### config.mk
export PLATFORM = sky130hd
export DESIGN_NAME = vx_shift_register_elastic
export DESIGN_NICKNAME = d
export VERILOG_FILES = /design/src/rtl/vx_shift_register_elastic.sv
export SDC_FILE = /design/constraint.sdc
export NUM_CORES = 1
export LEC_CHECK = 0
export ABC_AREA = 0
export CORE_MARGIN = 1.5
export CORE_UTILIZATION = 44
export CTS_BUF_LIST = sky130_fd_sc_hd__clkbuf_8 sky130_fd_sc_hd__clkbuf_16
export CTS_CLUSTER_SIZE = 25
export DETAILED_ROUTE_END_ITERATION = 10
export PLACE_DENSITY = 0.75
export SLEW_MARGIN = 40
export SYNTH_ARGS = -nofsm -noshare
export SYNTH_HDL_FRONTEND = slang
export SYNTH_SLANG_ARGS = --single-unit
### constraint.sdc
create_clock -name clk -period 2.4 [get_ports clk]
set_clock_uncertainty 0.05 [all_clocks]
set_input_delay 0.36 -clock clk [delete_from_list [all_inputs] [get_ports clk]]
set_output_delay 0.36 -clock clk [all_outputs]
set_load 0.01 [all_outputs]
### src/rtl/vx_shift_register_elastic.sv
// ============================================================================
// vx_shift_register_elastic
//
// Elastic shift register: a DEPTH-stage pipeline with a valid/ready handshake
// on both ends. Every stage carries its own valid bit. A stage advances
// whenever it is empty or the stage after it is advancing, so bubbles collapse
// and an entry reaches the output as soon as the stages ahead of it allow.
// With the downstream always ready, the latency is exactly DEPTH cycles and
// the throughput is one entry per cycle.
//
// Parameters
//   DATAW   payload width in bits (>= 1)
//   DEPTH   number of stages (>= 2)
//   RESETW  number of payload MSBs cleared by reset (0..DATAW)
//
// Ports
//   clk          rising-edge clock
//   reset        asynchronous, active-low reset
//   flush        synchronous discard of every entry; blocks acceptance
//   valid_in     upstream entry valid
//   data_in      upstream payload
//   ready_in     stage 0 can accept this cycle
//   valid_out    last stage holds an entry
//   data_out     payload of the last stage
//   ready_out    downstream accepts this cycle
//   count        number of valid stages (registered)
//   perf_stalls  cycles where valid_out=1 and ready_out=0 (saturating)
//
// Build option
//   VX_SHIFT_REGISTER_ELASTIC_STATS_EN  when defined, perf_stalls is a live
//   saturating stall counter that flush does not clear; when undefined,
//   perf_stalls is tied to zero and no counter exists.
// ============================================================================
module vx_shift_register_elastic #(
    parameter int DATAW  = 8,
    parameter int DEPTH  = 4,
    parameter int RESETW = 0
) (
    input  logic                       clk,
    input  logic                       reset,
    input  logic                       flush,
    input  logic                       valid_in,
    input  logic [DATAW-1:0]           data_in,
    output logic                       ready_in,
    output logic                       valid_out,
    output logic [DATAW-1:0]           data_out,
    input  logic                       ready_out,
    output logic [$clog2(DEPTH+1)-1:0] count,
    output logic [31:0]                perf_stalls
);

    localparam int CNTW = $clog2(DEPTH+1);

    // Per-stage state and the values offered to each stage.
    logic [DEPTH-1:0] vld;
    logic [DEPTH-1:0] vld_in;
    logic [DEPTH:0]   rdy;
    logic [DEPTH-1:0] load;
    logic [DATAW-1:0] dat    [DEPTH];
    logic [DATAW-1:0] dat_in [DEPTH];

    logic accept;
    logic retire;

    // Stage i receives the valid bit of stage i-1; stage 0 receives valid_in.
    assign vld_in = {vld[DEPTH-2:0], valid_in};

    // Ready ripples backwards from the output. Computed in one block, walking
    // from the last stage down, so the chain resolves within a single pass.
    always_comb begin
        rdy        = '0;
        rdy[DEPTH] = ready_out;
        for (int i = DEPTH - 1; i >= 0; i--) begin
            rdy[i] = !vld[i] || rdy[i+1];
        end
    end

    assign ready_in  = rdy[0] && !flush;
    assign valid_out = vld[DEPTH-1];
    assign data_out  = dat[DEPTH-1];

    assign accept = valid_in && ready_in;
    assign retire = valid_out && ready_out;

    // Payload only moves when a real entry moves into the stage; an advancing
    // bubble leaves the old payload in place.
    assign load = rdy[DEPTH-1:0] & vld_in & {DEPTH{~flush}};

    // ------------------------------------------------------------------------
    // Valid bits: advance where ready, all cleared on flush.
    // ------------------------------------------------------------------------
    always_ff @(posedge clk or negedge reset) begin
        if (!reset) begin
            vld <= '0;
        end else if (flush) begin
            vld <= '0;
        end else begin
            for (int i = 0; i < DEPTH; i++) begin
                if (rdy[i]) begin
                    vld[i] <= vld_in[i];
                end
            end
        end
    end

    // ------------------------------------------------------------------------
    // Payload stages. The top RESETW bits sit in an async-reset register; the
    // remaining bits are plain flops with no reset. The split is done per
    // stage so that RESETW=0 and RESETW=DATAW never need a zero-width field.
    // ------------------------------------------------------------------------
    for (genvar i = 0; i < DEPTH; i++) begin : g_stage
        if (i == 0) begin : g_src_in
            assign dat_in[i] = data_in;
        end else begin : g_src_prev
            assign dat_in[i] = dat[i-1];
        end

        if (RESETW == 0) begin : g_no_rst
            logic [DATAW-1:0] lo;
            always_ff @(posedge clk) begin
                if (load[i]) begin
                    lo <= dat_in[i];
                end
            end
            assign dat[i] = lo;
        end else if (RESETW == DATAW) begin : g_all_rst
            logic [DATAW-1:0] hi;
            always_ff @(posedge clk or negedge reset) begin
                if (!reset) begin
                    hi <= '0;
                end else if (load[i]) begin
                    hi <= dat_in[i];
                end
            end
            assign dat[i] = hi;
        end else begin : g_part_rst
            logic [RESETW-1:0]       hi;
            logic [DATAW-RESETW-1:0] lo;
            always_ff @(posedge clk or negedge reset) begin
                if (!reset) begin
                    hi <= '0;
                end else if (load[i]) begin
                    hi <= dat_in[i][DATAW-1:DATAW-RESETW];
                end
            end
            always_ff @(posedge clk) begin
                if (load[i]) begin
                    lo <= dat_in[i][DATAW-RESETW-1:0];
                end
            end
            assign dat[i] = {hi, lo};
        end
    end

    // ------------------------------------------------------------------------
    // Occupancy count. Accept and retire can both happen in one cycle; flush
    // wins because it empties every stage at the same edge.
    // ------------------------------------------------------------------------
    always_ff @(posedge clk or negedge reset) begin
        if (!reset) begin
            count <= '0;
        end else if (flush) begin
            count <= '0;
        end else begin
            count <= count + CNTW'(accept) - CNTW'(retire);
        end
    end

    // ------------------------------------------------------------------------
    // Output stall statistics.
    // ------------------------------------------------------------------------
`ifdef VX_SHIFT_REGISTER_ELASTIC_STATS_EN
    function automatic logic [31:0] sat_inc(input logic [31:0] val);
        return (val == 32'hFFFF_FFFF) ? val : val + 32'd1;
    endfunction

    logic [31:0] stall_cnt;

    // Only reset clears the counter; flush deliberately leaves it alone.
    always_ff @(posedge clk or negedge reset) begin
        if (!reset) begin
            stall_cnt <= '0;
        end else if (valid_out && !ready_out) begin
            stall_cnt <= sat_inc(stall_cnt);
        end
    end

    assign perf_stalls = stall_cnt;
`else
    assign perf_stalls = 32'd0;
`endif

endmodule
**Clock nets**

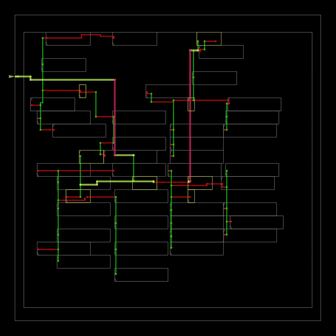
CTS Buf Count: 5
clk_buf instances: 5
worst skew pair latency: 270 ps

**Sequential cells grouped by signal name**

Bar = 20 um. Other cells in gray.
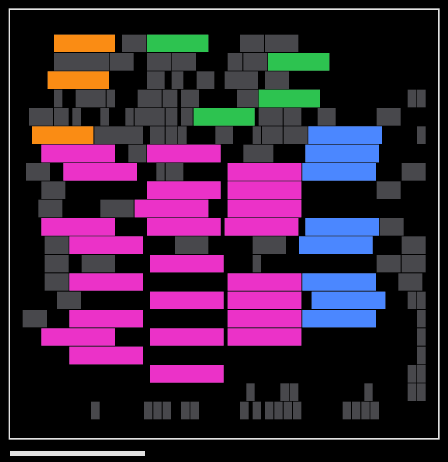
legend:
  green:
    netlist_name: `vld`
    flops: 4
    where: top middle
  blue:
    netlist_name: `data_out`
    flops: 8
    where: right middle
  orange:
    netlist_name: `count`
    flops: 3
  magenta:
    netlist_name: `g_stage.g_no_rst.lo`
    flops: 24

==> results.txt <==
impl run done, here's what came out: post-layout util=a little under three fifths, synth warn=0, diode count=0, largest stage delay on the critical path=about 550 ps, die y size=63.4 um, initial antenna violation count=0, XOR/XNOR Area Share=roughly 1.4%, Worst R2R Path Depth=9, WP data required=1990 ps, total power draw=between 0.001 and 0.0015 W, Power Combinational=just under 0.0001 W, H-tree lvl count=2, Complex Gates by Area=between 2 and 3%, outcome=finished, final reports clean, GRT Total Usage=8.91%, sequential share of power=between 60 and 70%, Final Max Tran Viols=0, RSZ-0062 raised after global routing=no, met3 wire length=between 100 and 150 um, Worst slew margin=between 60 and 70%, Top power group=registers, final wirelength=1650 um, VDD IR-drop max=just under 0.5 mV, R2R Path Start=vld[3], Dominant combinational family=buffers and inverters, CTS-repair resized insts=0, minimum hold slack=between 200 and 300 ps, Synth Seq Share=between 70% and 80%, combinational fraction of design power=~8.0%, vias in the first global route=~600, fp_density=roughly 47%, Setup crit start=ready_out, Hold Crit Class=primary input to asynchronous set/reset pin, met2 GRT Util=14.6%, DRC viols=0, EDFF count, synth=32, grt met1 use=about 9.0%, via count=721, DR pass1 iterations=4, largest net degree at the start of global routing=12, gr busiest metal=met2, CP max stage cell=clkdlybuf4s50_1, Setup crit end kind=primary output, Mapped Area=~1600 sq um, CP Class=primary input to primary output, crit path max fanout=5, cell area after layout=around 1900 sq um, cell type with the largest total area=edfxtp_1, final net count=between 150 and 200, # hold bufs at CTS=0, CP most frequent cell=clkdlybuf4s50_1, # IOs=about 58, Filler Cell Count=a little under 300, Adder Area Share=under 10%, LEAKAGE=0.768 nW, final setup violation count=0, power density over the cells=653 nW/um^2, fin crit period=2320 ps, post-synth top area share=59.8%, GRT overflow=0, Yosys reg bits=39, buffers added on ports=25, synthesized area per cell=16.1 sq um, top cells by count=32 x buf_4, 32 x edfxtp_1, 7 x dfrtp_1, Die W=63.4 um, Worst Setup Slack, final=82.3 ps, share of layout cells above drive strength 1=10.3%, CTS tree=done, M1 WL=a little over 600 um, first-pass GRT wire length=approximately 2600 um, clock share of power=between 30% and 40%, final antenna-violating net count=0, Post-CTS Setup Inserts=0, Placement Setup Slack=-158 ps, tool warning count=26, worst slew pin tran=around 530 ps, Psw=approximately 0.00025 W, critical path cell sequence=clkdlybuf4s50_1 > and4b_4 > buf_4 > a21oi_1 > clkdlybuf4s50_1, dpl cells=approximately 170, post-DP HPWL=between 1000 and 1500 um, Critical Path Source Type=primary input, initial drt markers=20, clk root buf=clkbuf_8, Clock group=0.000383 W, P_int=slightly below 0.001 W, Reg clk slew, reported paths=approximately 70 ps, DR vias/cell=slightly below 4, AND/OR/NAND/NOR Cells, Area Fraction=5.92%, WL/cell=~9.1 um, Gate Count Post-Synth=~100, reg2reg end=count[2], most instantiated logic cells after routing=32 x conb_1, 32 x edfxtp_1, 25 x clkdlybuf4s50_1, reg2reg setup slack=~310 ps, Non-Filler Instances=about 180, CTS max path bufs=2, wire length on met2=around 870 um, P_seq=around 0.00076 W, final hold viol count=0, GPL Wtd Cong=0.709, cell row count=21
**Wire density map**

13 x 13 tiles, from dark purple (low) to yellow (high), scaled to the fullest tile. Values are wire area over tile area, all layers added.
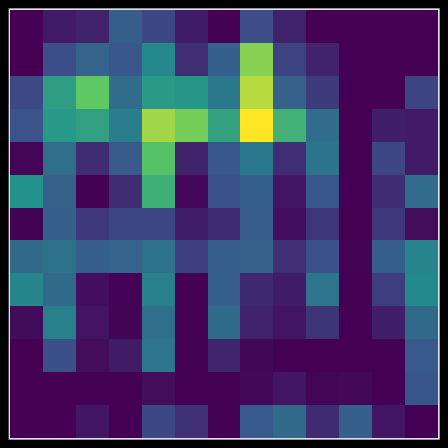
nearly empty tiles: 27%
mean over tiles: 0.068
fullest tile: 0.33
densest ninth of the die: top middle

## final cells by class
cell class / count / area [sq um] / share of cell area (%)
flip-flops and latches: 39 / 1140 / 59.7
clock buffers: 5 / 68.8 / 3.62
well taps: 46 / 57.6 / 3.02
clock inverters: 3 / 11.3 / 0.592
repair buffers: 30 / 288 / 15.1
inverters: 3 / 11.3 / 0.592
multi-input cells: 56 / 330 / 17.4
## worst max-delay path: cells and delay by family
| kind | cells | cell delay (ps) |
|---|---|---|
| buffers and inverters | 3 | 1210 |
| AND/OR/NAND/NOR | 1 | 220 |
| AND-OR/OR-AND | 1 | 130 |
## registers in the layout (all words and copies together), names as in the netlist
signal / count
g_stage.g_no_rst.lo: 24
data_out: 8
vld: 4
count: 3
No activity file was given, so power comes from the tool's default toggle rates.
